File: config.mk
export PLATFORM = sky130hd
export DESIGN_NAME = game_flow_controller
export DESIGN_NICKNAME = d
export VERILOG_FILES = /design/src/rtl/game_pkg.sv /design/src/rtl/game_flow_controller_speed_ramp.sv /design/src/rtl/game_flow_controller.sv
export SDC_FILE = /design/constraint.sdc
export NUM_CORES = 1
export LEC_CHECK = 0
export CORE_MARGIN = 2
export CORE_UTILIZATION = 54
export DETAILED_ROUTE_END_ITERATION = 8
export HOLD_SLACK_MARGIN = 0.02
export PLACE_DENSITY_LB_ADDON = 0.1
export SETUP_SLACK_MARGIN = 0.4
export SYNTH_ARGS = -nofsm -noshare
export SYNTH_HDL_FRONTEND = slang
export SYNTH_SLANG_ARGS = --single-unit
File: constraint.sdc
create_clock -name clk -period 2.9 [get_ports clk]
set_clock_uncertainty 0.15 [all_clocks]
set_input_delay 0.725 -clock clk [delete_from_list [all_inputs] [get_ports clk]]
set_output_delay 0.725 -clock clk [all_outputs]
set_load 0.005 [all_outputs]
File: src/rtl/game_pkg.sv
// Shared game types and width helpers for the Dino runner sequencer and renderers.
package game_pkg;

    typedef enum logic [1:0] {
        GS_IDLE    = 2'd0,
        GS_RUNNING = 2'd1,
        GS_CRASHED = 2'd2
    } game_state_t;

    // Integer part of speed and the width of the per-frame scroll step.
    localparam int SCROLL_W = 12;

    function automatic int speed_width(input int frac_bits);
        return SCROLL_W + frac_bits;
    endfunction

endpackage

File: src/rtl/game_flow_controller_speed_ramp.sv
// Fixed-point scroll speed with a frame-count ramp and saturating cap; turns speed
// into integer per-frame scroll steps by carrying the fractional remainder forward.
module speed_ramp
    import game_pkg::*;
#(
    parameter int FRAC_PART_SIZE        = 2,
    parameter int SPEED_INCREASE_FRAMES = 600,
    parameter int START_SPEED           = 1,
    parameter int MAX_SPEED             = 12
) (
    input  logic                                   clk,
    input  logic                                   rst,
    input  logic                                   load,
    input  logic                                   advance,
    output logic [SCROLL_W+FRAC_PART_SIZE-1:0]     speed,
    output logic [SCROLL_W-1:0]                    scroll_px,
    output logic                                   scroll_valid
);

    localparam int W     = speed_width(FRAC_PART_SIZE);
    localparam int TMR_W = (SPEED_INCREASE_FRAMES > 1) ? $clog2(SPEED_INCREASE_FRAMES) : 1;

    localparam logic [W-1:0] SPEED_START = W'(START_SPEED) << FRAC_PART_SIZE;
    localparam logic [W-1:0] SPEED_CAP   = W'(MAX_SPEED) << FRAC_PART_SIZE;

    logic [TMR_W-1:0]          ramp_tmr;
    logic [FRAC_PART_SIZE-1:0] frac;
    logic [W:0]                acc;
    logic                      ramp_step;

    function automatic logic [W-1:0] sat_inc(input logic [W-1:0] s);
        return (s >= SPEED_CAP) ? SPEED_CAP : s + W'(1);
    endfunction

    // One extra bit so frac + speed never wraps before the integer part is taken.
    assign acc       = {1'b0, speed} + (W+1)'(frac);
    assign ramp_step = (ramp_tmr == TMR_W'(SPEED_INCREASE_FRAMES - 1));

    always_ff @(posedge clk or negedge rst) begin
        if (!rst) begin
            speed        <= SPEED_START;
            frac         <= '0;
            ramp_tmr     <= '0;
            scroll_px    <= '0;
            scroll_valid <= 1'b0;
        end else begin
            scroll_valid <= 1'b0;
            if (load) begin
                speed    <= SPEED_START;
                frac     <= '0;
                ramp_tmr <= '0;
            end else if (advance) begin
                // Scroll uses the pre-increment speed of this frame.
                scroll_px    <= SCROLL_W'(acc >> FRAC_PART_SIZE);
                frac         <= acc[FRAC_PART_SIZE-1:0];
                scroll_valid <= 1'b1;
                if (ramp_step) begin
                    ramp_tmr <= '0;
                    speed    <= sat_inc(speed);
                end else begin
                    ramp_tmr <= ramp_tmr + TMR_W'(1);
                end
            end
        end
    end

endmodule

File: src/rtl/game_flow_controller.sv
// Dino runner game sequencer: IDLE/RUNNING/CRASHED flow, start-edge detection,
// score and hi-score tracking; speed and scroll generation live in speed_ramp.
module game_flow_controller
    import game_pkg::*;
#(
    parameter int FRAC_PART_SIZE        = 2,
    parameter int SPEED_INCREASE_FRAMES = 600,
    parameter int START_SPEED           = 1,
    parameter int MAX_SPEED             = 12,
    parameter int CRASH_HOLD_FRAMES     = 120,
    parameter int SCORE_WIDTH           = 16
) (
    input  logic                                   clk,
    input  logic                                   rst,
    input  logic                                   frame_tick,
    input  logic                                   start_btn,
    input  logic                                   collision,
    output game_state_t                            state,
    output logic                                   game_active,
    output logic [SCROLL_W+FRAC_PART_SIZE-1:0]     speed,
    output logic [SCROLL_W-1:0]                    scroll_px,
    output logic                                   scroll_valid,
    output logic [SCORE_WIDTH-1:0]                 score,
    output logic [SCORE_WIDTH-1:0]                 hi_score
);

    localparam int HOLD_W = (CRASH_HOLD_FRAMES > 0) ? $clog2(CRASH_HOLD_FRAMES + 1) : 1;

    game_state_t       state_next;
    logic              start_q;
    logic              start_evt;
    logic [HOLD_W-1:0] hold_cnt;
    logic              hold_done;
    logic              ramp_load;
    logic              ramp_advance;
    logic              crash_evt;

    // The edge register tracks the button in every state, so a press held
    // through CRASHED cannot start a game when IDLE is re-entered.
    always_ff @(posedge clk or negedge rst) begin
        if (!rst) begin
            start_q   <= 1'b0;
            start_evt <= 1'b0;
        end else begin
            start_q   <= start_btn;
            start_evt <= start_btn & ~start_q;
        end
    end

    assign hold_done = frame_tick && (hold_cnt <= HOLD_W'(1));

    always_comb begin
        state_next   = state;
        ramp_load    = 1'b0;
        ramp_advance = 1'b0;
        crash_evt    = 1'b0;
        case (state)
            GS_IDLE: begin
                if (start_evt) begin
                    state_next = GS_RUNNING;
                    ramp_load  = 1'b1;
                end
            end
            GS_RUNNING: begin
                if (collision) begin
                    state_next = GS_CRASHED;
                    crash_evt  = 1'b1;
                end else if (frame_tick) begin
                    ramp_advance = 1'b1;
                end
            end
            GS_CRASHED: begin
                if (hold_done) begin
                    state_next = GS_IDLE;
                end
            end
            default: state_next = GS_IDLE;
        endcase
    end

    always_ff @(posedge clk or negedge rst) begin
        if (!rst) begin
            state       <= GS_IDLE;
            game_active <= 1'b0;
        end else begin
            state       <= state_next;
            game_active <= (state_next == GS_RUNNING);
        end
    end

    always_ff @(posedge clk or negedge rst) begin
        if (!rst) begin
            score    <= '0;
            hi_score <= '0;
            hold_cnt <= '0;
        end else begin
            if (ramp_load) begin
                score <= '0;
            end else if (ramp_advance && (score != '1)) begin
                score <= score + SCORE_WIDTH'(1);
            end
            if (crash_evt) begin
                hold_cnt <= HOLD_W'(CRASH_HOLD_FRAMES);
                if (score > hi_score) begin
                    hi_score <= score;
                end
            end else if ((state == GS_CRASHED) && frame_tick) begin
                hold_cnt <= hold_done ? '0 : hold_cnt - HOLD_W'(1);
            end
        end
    end

    speed_ramp #(
        .FRAC_PART_SIZE        (FRAC_PART_SIZE),
        .SPEED_INCREASE_FRAMES (SPEED_INCREASE_FRAMES),
        .START_SPEED           (START_SPEED),
        .MAX_SPEED             (MAX_SPEED)
    ) u_speed_ramp (
        .clk          (clk),
        .rst          (rst),
        .load         (ramp_load),
        .advance      (ramp_advance),
        .speed        (speed),
        .scroll_px    (scroll_px),
        .scroll_valid (scroll_valid)
    );

endmodule

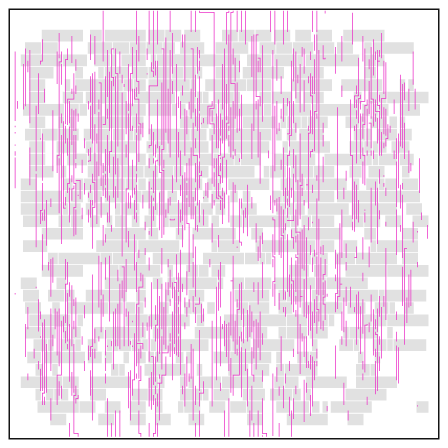
*Metal 2, run 1*
Cells faint in the background.
The layer carries 5140 um of wire. 488 nets have wire on it.
met2 Track Usage GR: 0.3976
vias post-DR: 3587
drt total wl: 10.38 mm

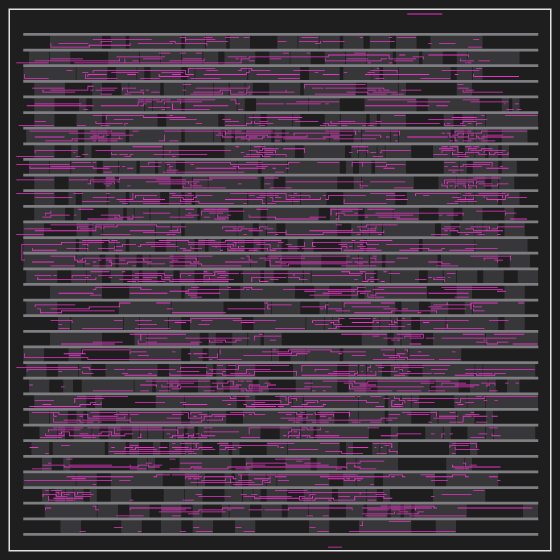
*The metal 1 layer, run 1*
Supply wires on this layer in gray. Cells faint in the background.
The layer carries 4680 um of wire. The longest straight run is 29.0 um. The layer holds 45% of the routed length. 506 nets have wire on it.

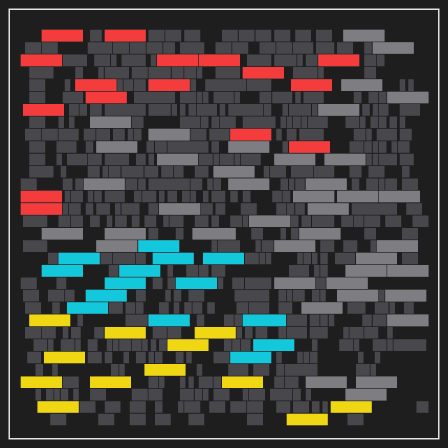
*Sequential cells grouped by signal name, run 1*
Other sequential cells in the stronger gray, the rest of the logic in the fainter gray.
Yellow is u_speed_ramp.scroll_px, sequential cells 12. Red is hi_score, sequential cells 16. Cyan is u_speed_ramp.speed, sequential cells 14.
sequential cell area share: 0.3693
Final Core Density: 0.7212
seq pwr: 1420 uW
register area: 0.002079 mm2

==> results_dict.tcl, run 1 <==
# metrics dict for downstream scripts
set metrics [dict create \
    cp_max_fo 8 \
    syn2layout_area_growth_pct 28.64 \
    intPower_uw 2030 \
    rows 32 \
    use_met3 0.04655 \
    cts_hold_repair.buffers 0 \
    dp_hpwl_mm 7.157 \
    antennaDiodeCount 0 \
    avgSynthCellArea_um2 9.970 \
    p_sw_frac 0.3109 \
    ff_type "dfrtp_1" \
    grt_start_max_net_pins 50 \
    dp_cells 611 \
    seqPwrFrac 0.481 \
    cp_slowest_cell "dfrtp_1" \
    dp_worst_setup_slack_ps 58.30 \
    first_iter_violations 153 \
    power_uw 2946 \
    startpoint_type "register" \
    p_clk_frac 0.252 \
    numPortBuffers 66 \
    relSlewSlack 0.5945 \
    syn_area_mm2 0.004377 \
    insertion_delay_ps 360 \
    fin_tns_setup_ps 0 \
    fp_util 0.5606 \
    use_met1 0.3213 \
    arrival_ps 2580 \
    clock.fmax_ghz 0.4023 \
    yosysTopAreaCellShare 0.4688 \
    cts_resized 2 \
    hold_viol_final 0 \
    min_period_ps 2485 \
    pwr-share-comb 0.267 \
    clock_sinks 83 \
    tightest_slew_ps 603.6 \
    crit_path_cell_trace "inv_2 -> ha_4 -> nand4_1 -> nor4_2 -> o21ai_1 -> a31oi_4 -> clkbuf_16 -> mux2_4" \
    antenna_found_initial 0 \
    wl_per_cell_um 16.43 \
    top_usage_layer "met2" \
    cts_tree "done" \
    report.final.slew_viol_count 0 \
    avgViaCountPerCell 5.676 \
    synthTopCellsByCount "82 x dfrtp_1, 49 x nand2_1, 33 x nor2_1" \
    peakVddDrop_uv 251.9 \
    top_cell "dfrtp_1" \
    nFillCells 583 \
    grt_first_pass_wirelength_mm 16.96 \
    crit_buf_inv 2 \
    finalCritPeriodShare 0.8570 \
    yosysCellCount 439 \
    warnings 30 \
    enable_flop_cells 0 \
    detail-route-antenna-nets 0 \
    hold_slack_ps 176.2 \
    drc_errors 0 \
    nets 557 \
    layout-drive-gt1-share 0.1491 \
    seq_area_frac_synth 0.4748 \
    hp-class "primary input to async pin" \
    numCtsBuffers 9 \
    coreArea_mm2 0.007807 \
    crit_family "simple AND/OR/NAND/NOR gates" \
    yosys_warnings 0 \
    path_clk_slew_ps 80 \
    ys.flops 83 \
    endpoint_kind "register" \
    cellPowerDensity_mw_per_mm2 523.3 \
    io_pins 67 \
    die_area_mm2 0.008841 \
    grt.overflow.total 0 \
    cpPeakStageDelay_ps 390 \
    place.gp.congestion 0.8325 \
    synthArstFlopShare 1.000 \
    fin_cells 632 \
    dieWidth_um 94.03 \
    criticalPathCategory "register to register" \
    outcome "completed" \
    postSynthCellCount 439 \
    p_leak_uw 0.002427 \
    synth_cell_types 57 \
    p_switching_uw 916.0 \
    area_leaders "dfrtp_1 47%, ha_1 6.9%, nand2_1 4.2%" \
    grt_pass1_vias 3617 \
    rsz0062_at_grt "yes" \
]
-- run 1: metal layers --
metal,wire [um],vias up,part of all wire
met5,0,-,0
met4,127,0,0.012
met3,433,12,0.042
met2,5142,79,0.50
met1,4677,1778,0.45
li1,-,1718,-
-- run 1: layout make-up --
| cell class | instances | area (um2) | share of cell area |
|---|---|---|---|
| Sequential cell | 83 | 2079 | 0.3693 |
| Clock buffer | 12 | 155.1 | 0.02756 |
| Multi-Input combinational cell | 312 | 2247 | 0.3991 |
| Timing Repair Buffer | 93 | 903.4 | 0.1604 |
| Tap cell | 102 | 127.6 | 0.02267 |
| Clock inverter | 2 | 12.51 | 0.002222 |
| Inverter | 28 | 105.1 | 0.01867 |
-- run 1: cells in the final DEF (no fill, tap or decap), types with 5 or more instances in the layout --
master and count:
nand4_1 11, inv_1 24, a21o_1 5, nor2_1 33
nand2_1 49, ha_1 20, and3_1 7, clkbuf_8 11
xor2_1 11, nand3_1 13, buf_4 25, mux2_4 14
nor3_1 11, o21ai_0 29, a31oi_1 6, xnor2_1 16
dfrtp_1 81, clkdlybuf4s50_1 65, and2_1 7, a21oi_1 18
-- run 1: worst reg2reg max path, delay by kind of cell (launching register included) --
kind / cells / cell delay [ps]
multiplexers: 1 / 300
buffers and inverters: 2 / 280
flip-flops: 1 / 390
AND/OR/NAND/NOR: 2 / 530
AND-OR/OR-AND: 2 / 450
adder cells (fa/ha/maj): 1 / 270
-- run 1: state kept, by name (all words and copies together) (netlist names) --
signal / count
u_speed_ramp.scroll_valid: 1
u_speed_ramp.frac: 2
u_speed_ramp.scroll_px: 12
start_evt: 1
hold_cnt: 7
game_active: 1
hi_score: 16
score: 16
u_speed_ramp.speed: 14
u_speed_ramp.ramp_tmr: 10
state: 2
start_q: 1
-- run 1: worst paths after layout --
path	start	to	cells after the start	slack (ps)
max	hi_score[8]$_DFFE_PN0P_	hi_score[11]$_DFFE_PN0P_	8	410
min	rst	u_speed_ramp.ramp_tmr[5]$_DFFE_PN0P_	1	180
max reg2reg	hi_score[8]$_DFFE_PN0P_	hi_score[11]$_DFFE_PN0P_	8	410
min reg2reg	start_q$_DFF_PN0_	start_evt$_DFF_PN0_	1	270
max in group asynchronous	rst	score[5]$_DFFE_PN0P_	2	1780
min in group clk	start_q$_DFF_PN0_	start_evt$_DFF_PN0_	1	270
-- run 1: through the flow --
step	utilization	cell area (um2)
2_1_floorplan	-	4377
4_1_cts	0.6973	5444
3_5_place_dp	0.6750	5270
6_report	0.7212	5630
3_3_place_gp	0.6750	5270
5_1_grt	0.7212	5630
-- run 1: kinds of logic after synthesis --
group / share of synthesized area
buffers and inverters: 0.04059
xor gates and xnor gates: 0.05403
muxes: 0.04574
AOI/OAI and AO/OA: 0.1224
and+or+nand+nor: 0.1893
adders and majority gates: 0.07319
DFF: 0.4748
-- run 1: power groups by stage --
| stage | sequential (uW) | combinational, uW | clock, uW |
|---|---|---|---|
| global placement | 1430 | 701 | 0 |
| CTS | 1420 | 744 | 765 |
| global route | 1440 | 887 | 811 |
| floorplan | 1400 | 442 | 0 |
| finish | 1420 | 787 | 741 |
| detailed placement | 1440 | 733 | 0 |
### Congestion heat map, run 1

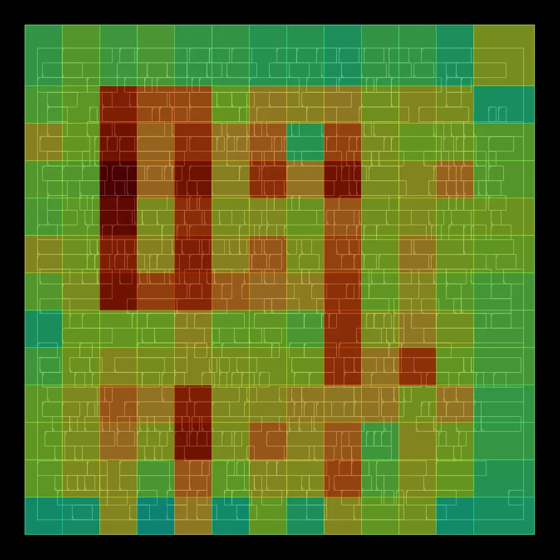

==> run 1 -> run 2 <==
- REMOVE_ABC_BUFFERS: not set -> 1
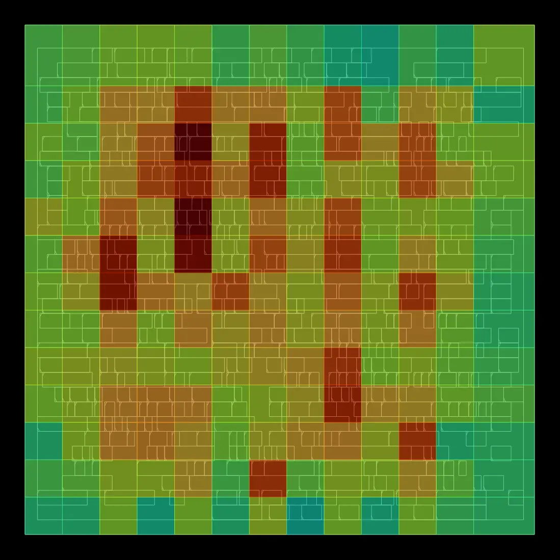
*Congestion heat map, run 2*
met2 Track Usage GR: 0.3929
met3 Usage GRT: 0.05217
GRT Total Usage: 0.2462
global routing's busiest layer: met2

==> run 2 against run 1 <==
Synthesized cell count stayed put. Maximum frequency rose by 0.82%. Setup slack better by 20 ps. Critical path type is now register to output port.
==> results_dict.tcl, run 2 <==
# metrics dict for downstream scripts
set metrics [dict create \
    endpoint_kind "output port" \
    power_uw 3162 \
    clock_sinks 83 \
    finalCritPeriodShare 0.8501 \
    ys_chip_area_mm2 0.004377 \
    numPortBuffers 66 \
    path_clk_slew_ps 80 \
    hp-class "primary input to async pin" \
    setup_violations 0 \
    first_pass_iters 4 \
    seq_area_frac_synth 0.4748 \
    maxCapViolations 0 \
    ys.flops 83 \
    arrival_ps 1590 \
    dp_hpwl_mm 7.208 \
    postSynthCellCount 439 \
    final_common_cell "dfrtp_1" \
    cellPowerDensity_mw_per_mm2 560.3 \
    yosys_warnings 0 \
    first_iter_violations 256 \
    relSlewSlack 0.5764 \
    fin_tns_setup_ps 0 \
    cp_max_fo 7 \
    final_cell_mix "82 x dfrtp_1, 65 x clkdlybuf4s50_1, 49 x nand2_1, 33 x nor2_1, 30 x buf_4" \
    vias 3626 \
    peakVddDrop_uv 406.9 \
    worst_ep_required_time_ps 2030 \
    largestRegisters "hi_score (16), score (16), u_speed_ramp.speed (14)" \
    rsz0062_at_grt "yes" \
    avgViaCountPerCell 5.692 \
    fp.dieH_um 94.03 \
    syn2layout_area_growth_pct 28.93 \
    nets 561 \
    synth_cell_types 57 \
    outcome "completed" \
    yosysCellCount 439 \
    htree_levels 3 \
    criticalPathCategory "register to output port" \
    coreArea_mm2 0.007807 \
    grt_first_pass_wirelength_mm 16.91 \
    insertion_delay_ps 370 \
    top_area_cell "dfrtp_1" \
    hold_viol_final 0 \
    startpoint_type "register" \
    antennaDiodeCount 0 \
    yosysTopAreaCellShare 0.4688 \
    min_period_ps 2465 \
    place.gp.congestion 0.8650 \
    cts_tree "done" \
    warnings 29 \
    grt.overflow.total 0 \
    top_cell "dfrtp_1" \
    routed_wl_mm 10.41 \
    root_buffer "clkbuf_8" \
    drc_errors 0 \
    synthArstFlopShare 1.000 \
    antenna_found_initial 0 \
    numCtsBuffers 9 \
    enable_flop_cells 0 \
    io_pins 67 \
    die_area_mm2 0.008841 \
    wl_per_cell_um 16.34 \
    clock.fmax_ghz 0.4056 \
    synthTopCellsByCount "82 x dfrtp_1, 49 x nand2_1, 33 x nor2_1" \
    p_leak_uw 0.002460 \
    avgSynthCellArea_um2 9.970 \
    area_leaders "dfrtp_1 47%, ha_1 6.9%, nand2_1 4.2%" \
    syn_area_mm2 0.004377 \
    grt_pass1_vias 3626 \
    detail-route-antenna-nets 0 \
    fp_util 0.5606 \
    cts_max_path_buffers 2 \
    rows 32 \
    dieWidth_um 94.03 \
    nFillCells 598 \
    tightest_slew_ps 633.1 \
    layout-drive-gt1-share 0.1495 \
    hold_slack_ps 192.5 \
    ff_type "dfrtp_1" \
    report.final.slew_viol_count 0 \
    grt_start_max_net_pins 45 \
]
run 2: cell counts after synthesis:
No cell type changed its count.
run 2: logic make-up after synthesis:
family,synth area share
mux,0.04574
xor+xnor,0.05403
fa+ha+maj,0.07319
compound gates,0.1224
simple gates,0.1893
buf+inv,0.04059
flops,0.4748
run 2: through the flow:
stage / worst slack [ps] / cell area, um2 / instances / utilization
floorplan: 252.1 / 4304 / 423 / -
global placement: 111.0 / 5288 / 615 / 0.6772
detailed placement: 51.50 / 5288 / 615 / 0.6772
CTS: 431.1 / 5517 / 631 / 0.7066
global route: 341.8 / 5643 / 637 / 0.7228
finish: 434.7 / 5643 / 637 / 0.7228
run 2: per-layer routing:
metal	global-route usage	wire length, um	vias to the layer above
li1	-	-	1725
met1	0.3287	4684	1769
met3	0.05217	569	23
met4	0.09903	217	0
met2	0.3929	4934	109
met5	0	0	-
run 2: final timing paths:
| path | from | endpoint | slack [ps] | depth (start not counted) |
|---|---|---|---|---|
| worst min register to register | start_q$_DFF_PN0_ | start_evt$_DFF_PN0_ | 250 | 1 |
| worst max-delay path | score[11]$_DFFE_PN0P_ | score[11] | 430 | 3 |
| worst min-delay path | rst | u_speed_ramp.scroll_px[7]$_DFFE_PN0P_ | 190 | 1 |
| min in group clk | start_q$_DFF_PN0_ | start_evt$_DFF_PN0_ | 250 | 1 |
| worst max register to register | score[11]$_DFFE_PN0P_ | hi_score[6]$_DFFE_PN0P_ | 450 | 8 |
| max in group asynchronous | rst | u_speed_ramp.scroll_px[4]$_DFFE_PN0P_ | 1740 | 2 |
run 2: worst max-delay path, cell delays in order (launching register included):
cell and delay, ps:
dfrtp_1 430, buf_4 140, buf_4 140, clkdlybuf4s50_1 510
run 2: area by class of cell:
class | count | area [um2] | area share
multi-input combinational | 312 | 2196 | 0.3891
tap | 102 | 127.6 | 0.02262
timing repair buffer | 97 | 920.9 | 0.1632
clock inverter | 5 | 77.57 | 0.01375
inverter | 28 | 105.1 | 0.01863
clock buffer | 10 | 137.6 | 0.02439
sequential | 83 | 2078 | 0.3683
run 2: what timing repair did:
| action | 4_1_cts | 5_1_grt |
|---|---|---|
| gates cloned | 0 | 1 |
| buffers inserted | 1 | 5 |
| resized | 2 | 11 |
| endpoints found under the setup margin | 15 | 25 |
| hold endpoints to repair | 0 | 0 |
| pin swaps | 3 | 6 |
| hold buffers | 0 | 0 |
run 2: power by group:
group          switching [uW]  internal (uW)
combinational             394            418
sequential                149           1280
clock                     422            501
total                     965           2200
==> run 2 -> run 3 <==
- CTS_CLUSTER_SIZE: not set -> 8
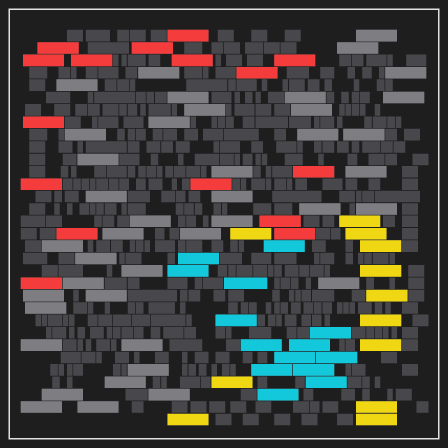
*Sequential cells grouped by signal name, run 3*
Other sequential cells in the stronger gray, the rest of the logic in the fainter gray.
Red is hi_score, sequential cells 16. Yellow is u_speed_ramp.scroll_px, sequential cells 12. Cyan is u_speed_ramp.speed, sequential cells 14.
Another 41 sequential cells are not colored.
sequential cell area share: 0.3683
seq pwr: 1430 uW
register area: 0.002078 mm2
Final Core Density: 0.7228

==> run 3 against run 2 <==
Setup slack unchanged. Register-to-register slack about the same. Power unchanged. Critical endpoint unchanged. Largest cell class unchanged.
==> results_dict.tcl, run 3 <==
# metrics dict for downstream scripts
set metrics [dict create \
    grt_usage 0.2462 \
    rsz0062_at_grt "yes" \
    cpPeakStageDelay_ps 510 \
    top_logic_kind "simple AND/OR/NAND/NOR gates" \
    avgViaCountPerCell 5.692 \
    finalCritPeriodShare 0.8501 \
    peakVddDrop_uv 406.9 \
    r2r_slack_ps 450 \
    antennaDiodeCount 0 \
    nFillCells 598 \
    dieWidth_um 94.03 \
    top_area_cell "dfrtp_1" \
    use_met3 0.05217 \
    clock.fmax_ghz 0.4056 \
    ff2ff_path_depth 8 \
    postSynthCellCount 439 \
    grt.overflow.total 0 \
    startpoint_type "register" \
    place.gp.congestion 0.8650 \
    ys_sh_mux 0.04574 \
    ys.flops 83 \
    cts_max_path_buffers 2 \
    ys_sh_aoi 0.1224 \
    first_pass_iters 4 \
    synthArstFlopShare 1.000 \
    area_leaders "dfrtp_1 47%, ha_1 6.9%, nand2_1 4.2%" \
    path_clk_slew_ps 80 \
    cp_slowest_cell "clkdlybuf4s50_1" \
    io_pins 67 \
    fin_ws_ps 434.7 \
    syn_area_mm2 0.004377 \
    report.final.slew_viol_count 0 \
    yosys_warnings 0 \
    dp_hpwl_mm 7.208 \
    outcome "completed" \
    wl_per_cell_um 16.34 \
    arrival_ps 1590 \
    grt_start_max_net_pins 45 \
    layout-drive-gt1-share 0.1495 \
    numCtsBuffers 9 \
    endpoint_kind "output port" \
    worst_ep_required_time_ps 2030 \
    drc_errors 0 \
    first_iter_violations 256 \
    hp-class "primary input to async pin" \
    ff_type "dfrtp_1" \
    die_area_mm2 0.008841 \
    maxCapViolations 0 \
    cellPowerDensity_mw_per_mm2 560.3 \
    use_met1 0.3287 \
    ys_sh_xor 0.05403 \
    htree_levels 3 \
    fin_tns_setup_ps 0 \
    crit_top_cell "buf_4" \
    relSlewSlack 0.5764 \
    detail-route-antenna-nets 0 \
    fp_util 0.5606 \
    setup_violations 0 \
    p_leak_uw 0.002460 \
    insertion_delay_ps 370 \
    syn2layout_area_growth_pct 28.93 \
    warnings 29 \
    cp_max_fo 7 \
    ys_sh_simple 0.1893 \
    enable_flop_cells 0 \
    hold_viol_final 0 \
    grt_first_pass_wirelength_mm 16.91 \
    final_cell_mix "82 x dfrtp_1, 65 x clkdlybuf4s50_1, 49 x nand2_1, 33 x nor2_1, 30 x buf_4" \
    synthTopCellsByCount "82 x dfrtp_1, 49 x nand2_1, 33 x nor2_1" \
    vias 3626 \
    routed_wl_mm 10.41 \
    crit_path_cell_trace "buf_4 -> buf_4 -> clkdlybuf4s50_1" \
    tightest_slew_ps 633.1 \
    dp_worst_setup_slack_ps 51.50 \
    synth_cell_types 57 \
    clock_sinks 83 \
    top_cell "dfrtp_1" \
    criticalPathCategory "register to output port" \
    numPortBuffers 66 \
    top_usage_layer "met2" \
    nets 561 \
    antenna_found_initial 0 \
    seq_area_frac_synth 0.4748 \
    final_common_cell "dfrtp_1" \
    largestRegisters "hi_score (16), score (16), u_speed_ramp.speed (14)" \
    fp.dieH_um 94.03 \
    root_buffer "clkbuf_8" \
    synth-adder-area-share 0.07318 \
    rows 32 \
    grt_pass1_vias 3626 \
    yosysTopAreaCellShare 0.4688 \
    min_period_ps 2465 \
    grtUsageMet2 0.3929 \
    ys_chip_area_mm2 0.004377 \
    cts_hold_repair.buffers 0 \
    avgSynthCellArea_um2 9.970 \
    yosysCellCount 439 \
    cts_tree "done" \
    coreArea_mm2 0.007807 \
]
-- run 3: cell counts in the layout (fill, tap and decap cells not counted) --
Identical to the previous run, type by type.
-- run 3: power by group --
part           total [uW]  internal (uW)  leakage, uW  switching [uW]
Sequential           1430           1280      0.00112             149
Clock                 923            501     0.000108             422
Combinational         812            418      0.00123             394
Total                3160           2200      0.00246             965
-- run 3: path summary, 6_finish.rpt --
path	end	from
worst max-delay path	score[11]	score[11]$_DFFE_PN0P_
worst min-delay path	u_speed_ramp.scroll_px[7]$_DFFE_PN0P_	rst
worst max register to register	hi_score[6]$_DFFE_PN0P_	score[11]$_DFFE_PN0P_
worst min register to register	start_evt$_DFF_PN0_	start_q$_DFF_PN0_
max in group asynchronous	u_speed_ramp.scroll_px[4]$_DFFE_PN0P_	rst
min in group clk	start_evt$_DFF_PN0_	start_q$_DFF_PN0_
-- run 3: final cells by class --
cell class	instances	area [um2]	area share
tap	102	127.6	0.02262
clock buffer	10	137.6	0.02439
sequential	83	2078	0.3683
inverter	28	105.1	0.01863
multi-input combinational	312	2196	0.3891
clock inverter	5	77.57	0.01375
timing repair buffer	97	920.9	0.1632
-- run 3: what timing repair did --
action | CTS | global route
pin swaps | 3 | 6
cloned | 0 | 1
gates resized | 2 | 11
setup endpoints to repair | 15 | 25
buffers inserted | 1 | 5
-- run 3: stage by stage --
stage | hold slack, ps | cells | total power (uW) | instance area (um2)
after floorplan | 227.7 | 423 | 1817 | 4304
after global placement | 236.0 | 615 | 2164 | 5288
after detailed placement | 251.4 | 615 | 2199 | 5288
after CTS | 215.0 | 631 | 3132 | 5517
after global routing | 248.3 | 637 | 3352 | 5643
final | 192.5 | 637 | 3162 | 5643
-- run 3: critical path: cells and delay by family, from the launching register on --
kind,cells,cell delay (ps)
flip-flops,1,430
buffers and inverters,3,790
-- run 3: layer usage --
| metal | vias up | part of all wire | routed length, um |
|---|---|---|---|
| li1 | 1725 | - | - |
| met1 | 1769 | 0.45 | 4684 |
| met2 | 109 | 0.47 | 4934 |
| met3 | 23 | 0.055 | 569 |
| met4 | 0 | 0.021 | 217 |
| met5 | - | 0 | 0 |
-- run 3: logic make-up (layout without fill, tap and decap cells) --
family,after synthesis,count (layout)
buf+inv,44,140
mux,18,18
fa+ha+maj,25,25
compound gates,83,83
xor+xnor,27,27
simple gates,159,159
flops,83,83
No activity file was given, so power comes from the tool's default toggle rates.
